<file path="src/rtl/ahb_pkg.sv">
// Shared AHB-Lite encodings and arbiter types for the bus arbiter and the DMA scheduler.
package ahb_pkg;

  localparam int BEAT_W = 4;

  typedef enum logic [1:0] {
    HTRANS_IDLE   = 2'b00,
    HTRANS_BUSY   = 2'b01,
    HTRANS_NONSEQ = 2'b10,
    HTRANS_SEQ    = 2'b11
  } htrans_e;

  typedef enum logic [2:0] {
    HBURST_SINGLE = 3'b000,
    HBURST_INCR   = 3'b001,
    HBURST_WRAP4  = 3'b010,
    HBURST_INCR4  = 3'b011,
    HBURST_WRAP8  = 3'b100,
    HBURST_INCR8  = 3'b101,
    HBURST_WRAP16 = 3'b110,
    HBURST_INCR16 = 3'b111
  } hburst_e;

  typedef enum logic [2:0] {
    HSIZE_BYTE  = 3'b000,
    HSIZE_HALF  = 3'b001,
    HSIZE_WORD  = 3'b010,
    HSIZE_DWORD = 3'b011
  } hsize_e;

  typedef enum logic [1:0] {
    ARB    = 2'b00,
    BURST  = 2'b01,
    HOLD   = 2'b10,
    LOCKED = 2'b11
  } arb_state_e;

  // Beats still to come after the NONSEQ; zero for SINGLE and undefined-length INCR.
  function automatic logic [BEAT_W-1:0] burst_beats(input logic [2:0] hburst);
    case (hburst_e'(hburst))
      HBURST_INCR4,  HBURST_WRAP4:  return BEAT_W'(3);
      HBURST_INCR8,  HBURST_WRAP8:  return BEAT_W'(7);
      HBURST_INCR16, HBURST_WRAP16: return BEAT_W'(15);
      default:                      return '0;
    endcase
  endfunction

endpackage

</file>
<file path="src/rtl/ahb_rr_picker.sv">
// Combinational round-robin picker: first requester after the pointer, wrapping modulo N.
module ahb_rr_picker #(
  parameter int N     = 2,
  parameter int IDX_W = 2
) (
  input  logic [N-1:0]     i_req,
  input  logic [IDX_W-1:0] i_rr,
  output logic [IDX_W-1:0] o_idx,
  output logic             o_valid
);

  // NOTE: every output of a combinational block gets a default first, otherwise a latch is inferred.
  always_comb begin
    o_valid = |i_req;
    o_idx   = '0;
    // Walk from farthest to nearest so the requester closest after i_rr is assigned last.
    for (int k = N; k >= 1; k--) begin
      for (int m = 0; m < N; m++) begin
        if (m == (int'(i_rr) + k) % N && i_req[m]) o_idx = IDX_W'(m);
      end
    end
  end

endmodule

</file>
<file path="src/rtl/ahb_bus_arbiter.sv">
// AHB-Lite bus arbiter: round-robin grant with default master, held across bursts,
// undefined INCR sequences and locked sequences; drives address/data-phase mux selects.
module ahb_bus_arbiter
  import ahb_pkg::*;
#(
  parameter int NUM_MASTERS    = 2,
  parameter int MIDX_W         = 2,
  parameter int DEFAULT_MASTER = 0
) (
  input  logic                   HCLK,
  input  logic                   RESET,
  input  logic [NUM_MASTERS-1:0] HBUSREQ,
  input  logic [NUM_MASTERS-1:0] HLOCK,
  input  logic [1:0]             HTRANS,
  input  logic [2:0]             HBURST,
  input  logic                   HREADY,
  input  logic                   HRESP,
  output logic [NUM_MASTERS-1:0] HGRANT,
  output logic [MIDX_W-1:0]      HMASTER,
  output logic [MIDX_W-1:0]      HMASTER_D,
  output logic                   HMASTLOCK
);

  localparam logic [MIDX_W-1:0]      DEF_IDX = MIDX_W'(DEFAULT_MASTER);
  localparam logic [NUM_MASTERS-1:0] DEF_OH  = {{(NUM_MASTERS-1){1'b0}}, 1'b1} << DEFAULT_MASTER;

  arb_state_e               r_state;
  logic [NUM_MASTERS-1:0]   r_grant;
  logic [MIDX_W-1:0]        r_owner;
  logic [MIDX_W-1:0]        r_rr;
  logic [MIDX_W-1:0]        r_hmaster;
  logic [MIDX_W-1:0]        r_hmaster_d;
  logic                     r_mastlock;
  logic                     r_unlock;
  logic [BEAT_W-1:0]        r_beat_cnt;

  logic [MIDX_W-1:0]        w_pick;
  logic                     w_valid;
  logic [MIDX_W-1:0]        w_winner;
  logic [NUM_MASTERS-1:0]   w_winner_oh;
  logic                     w_win_lock;
  logic                     w_owner_req;
  logic                     w_owner_lock;
  logic                     w_handover;
  logic                     w_nonseq;
  logic                     w_fixed;
  logic                     w_incr_hold;
  logic                     w_do_rearb;
  logic                     w_error;

  ahb_rr_picker #(.N(NUM_MASTERS), .IDX_W(MIDX_W)) u_picker (
    .i_req   (HBUSREQ),
    .i_rr    (r_rr),
    .o_idx   (w_pick),
    .o_valid (w_valid)
  );

  always_comb begin
    w_winner     = w_valid ? w_pick : DEF_IDX;
    w_winner_oh  = '0;
    w_win_lock   = 1'b0;
    w_owner_req  = 1'b0;
    w_owner_lock = 1'b0;
    for (int m = 0; m < NUM_MASTERS; m++) begin
      w_winner_oh[m] = (w_winner == MIDX_W'(m));
      if (w_winner == MIDX_W'(m)) w_win_lock = HLOCK[m];
      if (r_owner == MIDX_W'(m)) begin
        w_owner_req  = HBUSREQ[m];
        w_owner_lock = HLOCK[m];
      end
    end
    w_error     = HRESP && !HREADY;
    // A granted master does not own the bus until HMASTER catches up; its first
    // transfer must be seen before the grant can move again.
    w_handover  = (r_hmaster != r_owner);
    w_nonseq    = (HTRANS == HTRANS_NONSEQ);
    w_fixed     = (burst_beats(HBURST) != '0);
    w_incr_hold = (HBURST == HBURST_INCR) && w_owner_req;
    w_do_rearb  = 1'b0;
    if (HREADY) begin
      case (r_state)
        ARB:     w_do_rearb = !w_handover && !(w_nonseq && (w_fixed || w_incr_hold));
        BURST:   w_do_rearb = (HTRANS == HTRANS_SEQ) && (r_beat_cnt == BEAT_W'(1));
        HOLD:    w_do_rearb = !w_owner_req;
        LOCKED:  w_do_rearb = !w_owner_lock && r_unlock;
        default: w_do_rearb = 1'b0;
      endcase
    end
  end

  // NOTE: sequential state uses non-blocking assignments so every register samples pre-edge values.
  always_ff @(posedge HCLK or negedge RESET) begin
    if (!RESET) begin
      r_state     <= ARB;
      r_grant     <= DEF_OH;
      r_owner     <= DEF_IDX;
      r_rr        <= DEF_IDX;
      r_hmaster   <= DEF_IDX;
      r_hmaster_d <= DEF_IDX;
      r_mastlock  <= 1'b0;
      r_unlock    <= 1'b0;
      r_beat_cnt  <= '0;
    end else begin
      if (HREADY) begin
        r_hmaster   <= r_owner;
        r_hmaster_d <= r_hmaster;
        r_mastlock  <= (r_state == LOCKED);
      end

      if (w_error)                                                  r_beat_cnt <= '0;
      else if (HREADY && w_nonseq)                                  r_beat_cnt <= burst_beats(HBURST);
      else if (HREADY && HTRANS == HTRANS_SEQ && r_beat_cnt != '0)  r_beat_cnt <= r_beat_cnt - BEAT_W'(1);

      if (w_error) begin
        r_state  <= ARB;
        r_unlock <= 1'b0;
      end else if (w_do_rearb) begin
        r_grant  <= w_winner_oh;
        r_owner  <= w_winner;
        r_unlock <= 1'b0;
        if (w_valid) r_rr <= w_winner;
        r_state  <= (w_valid && w_win_lock) ? LOCKED : ARB;
      end else if (HREADY) begin
        case (r_state)
          ARB: begin
            if (!w_handover && w_nonseq) begin
              if (w_fixed)          r_state <= BURST;
              else if (w_incr_hold) r_state <= HOLD;
            end
          end
          // The release waits one more accepted cycle so the last locked data phase completes.
          LOCKED:  r_unlock <= !w_owner_lock;
          default: ;
        endcase
      end
    end
  end

  assign HGRANT    = r_grant;
  assign HMASTER   = r_hmaster;
  assign HMASTER_D = r_hmaster_d;
  assign HMASTLOCK = r_mastlock;

endmodule

</file>
<file path="config.mk">
export PLATFORM = sky130hd
export DESIGN_NAME = ahb_bus_arbiter
export DESIGN_NICKNAME = d
export VERILOG_FILES = /design/src/rtl/ahb_pkg.sv /design/src/rtl/ahb_rr_picker.sv /design/src/rtl/ahb_bus_arbiter.sv
export SDC_FILE = /design/constraint.sdc
export NUM_CORES = 1
export LEC_CHECK = 0
export CAP_MARGIN = 25
export CORE_MARGIN = 8
export CORE_UTILIZATION = 30
export CTS_BUF_LIST = sky130_fd_sc_hd__clkbuf_4 sky130_fd_sc_hd__clkbuf_8
export CTS_CLUSTER_SIZE = 12
export DETAILED_ROUTE_END_ITERATION = 16
export PLACE_DENSITY = 0.51
export REMOVE_ABC_BUFFERS = 1
export SYNTH_ARGS = -nofsm -noshare
export SYNTH_HDL_FRONTEND = slang
export SYNTH_SLANG_ARGS = --single-unit
export TNS_END_PERCENT = 5
</file>
<file path="constraint.sdc">
create_clock -name HCLK -period 2.25 [get_ports HCLK]
set_input_delay 0.225 -clock HCLK [delete_from_list [all_inputs] [get_ports HCLK]]
set_output_delay 0.225 -clock HCLK [all_outputs]
set_load 0.02 [all_outputs]
</file>
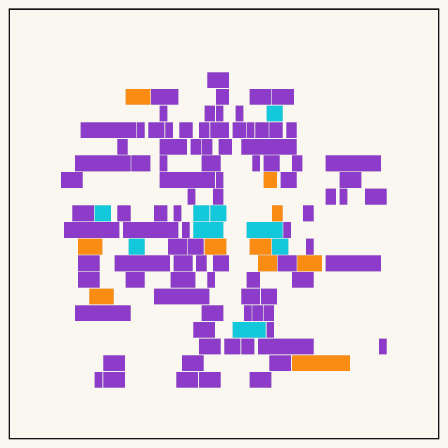
*Cells by drive strength*
Key: orange = _2 cells [cells 10]; cyan = _3 and _4 cells [cells 9]; purple = _0 and _1 cells [cells 93]

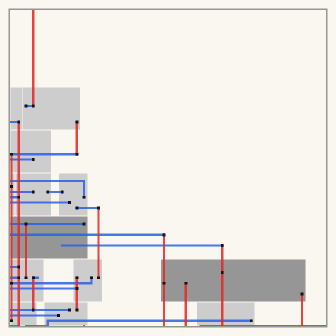
*Close-up of the layout*
Window x 42 to 62, y 42 to 62 µm. Cells in gray, sequential cells in the stronger gray; small squares are vias.
Key: red = metal 2; blue = metal 1
Netlist names of flops here include HMASTLOCK (1), r_beat_cnt (1). Most frequent: dfrtp_1 (2), clkdlybuf4s50_1 (2). Sequential cells in the window: 2. 11 logic cells have their middle in the window.

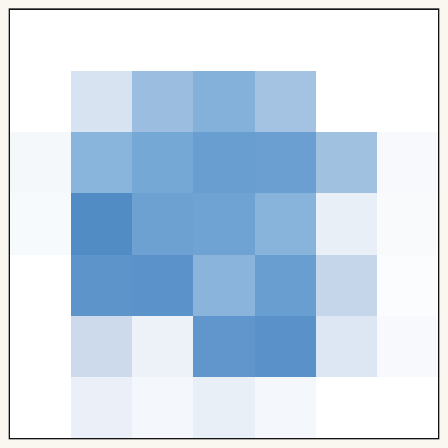
*Local utilization*
7 x 7 tiles, from white (low) to dark blue (high), 0 to 100% covered.
The fullest tile reaches 63%. The emptiest ninth of the die: north-east. 31% of the tiles are nearly empty. The mean over all tiles is 22%.

==> results.txt <==
status -> completed
Logic pwr share -> 45.9%
Final WS setup -> 0.4013 ns
DP Worst Slack -> 0.2199 ns
synth unique cells -> 42
initial core utilization -> 31.67%
synth warn -> 0
Commonest Layout Cell -> clkdlybuf4s50_1
maxcap violations -> 0
register area -> 326.6 µm²
sw power -> 0.4114 mW
IO Count -> 20
dominant kind of cell -> multi-input combinational cells
WS Path Type -> reg -> reg
H-tree Lvls -> 1
Largest cells by area -> dfrtp_1 (34%), mux2_2 (5.2%), nand2_1 (3.4%)
hold_ws -> 0.3248 ns
RR Startpoint -> HGRANT[1]$_DFFE_PN0P_
Hold-fix buffers, CTS -> 0
Clock Sinks -> 13
Signal buffers -> 20
Chip Area, Yosys -> 873.3 µm²
xor and xnor fraction of the mapped netlist area -> 1.003%
Reg with most FFs -> r_beat_cnt
Final HPWL DP -> 1670 µm
die y size -> 69.96 µm
die area -> 4894 µm²
crit start category -> register
Top Layout Cells -> clkdlybuf4s50_1 (17), dfrtp_1 (12), nand2_1 (8), inv_1 (6)
Post-synth mux share -> 9.312%
combinational gate area -> 494.2 µm²
Clock Latency Late Sink -> 0.28 ns
Comb area share -> 44.84%
RSZ-0062 raised after global routing -> no
Met1 Wirelength -> 1001 µm
PnR Total Power -> 1.033 mW
dpl cell area -> 1075 µm²
CP startpoint -> HGRANT[1]$_DFFE_PN0P_
clock power share -> 14.8%
switching share of power -> 39.84%
post-route ant nets -> 0
post-layout net count -> 128
largest net degree at the start of global routing -> 14
non-clk buf share -> 17.48%
clk buf depth -> 2
Resized Gates After CTS -> 0
Int Power -> 0.6212 mW
Final Cell Area -> 1102 µm²
remaining global-route overflow -> 0
routed via count -> 751
R2R depth -> 5
Sequential Power -> 0.405 mW
Seq/total area -> 29.63%
OpenROAD warnings -> 26
Pwr top -> combinational logic
P_clk -> 0.153 mW
simple share -> 21.35%
Starting DRT DRC Count -> 35
Top FF cell, synth -> dfrtp_1
met1 usage -> 11.35%
vias in the first global route -> 789
area grow syn2layout -> 26.22%
TritonCTS clock tree -> built
Worst Skew -> 0.002313 ns
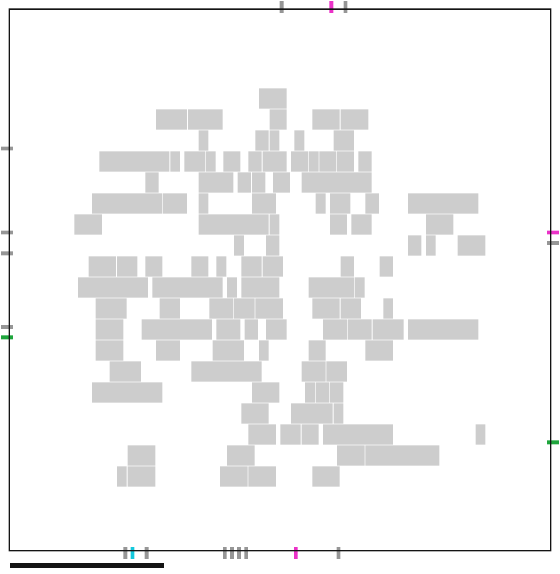
*Pin map*
Scale bar: 20 µm. Pins as bars across the die edge, other pins in gray.
Key: green = HMASTER [pins 2, direction output, edge 1 west, 1 east]; magenta = HBURST [pins 3, direction input, edge 1 south, 1 east, 1 north]; cyan = RESET [pins 1, direction input, edge south]
All pins by edge: 9 south, 5 west, 3 east, 3 north.

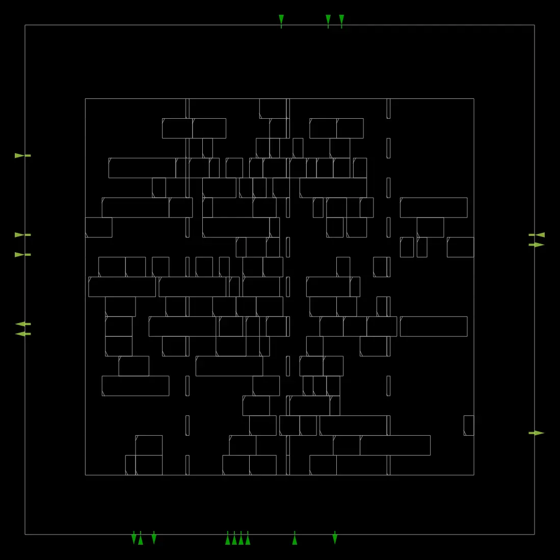
*Cell placement*
Core Footprint: 2758 µm²
Flop Count: 13
fill count: 292

No activity file was given, so power comes from the tool's default toggle rates.
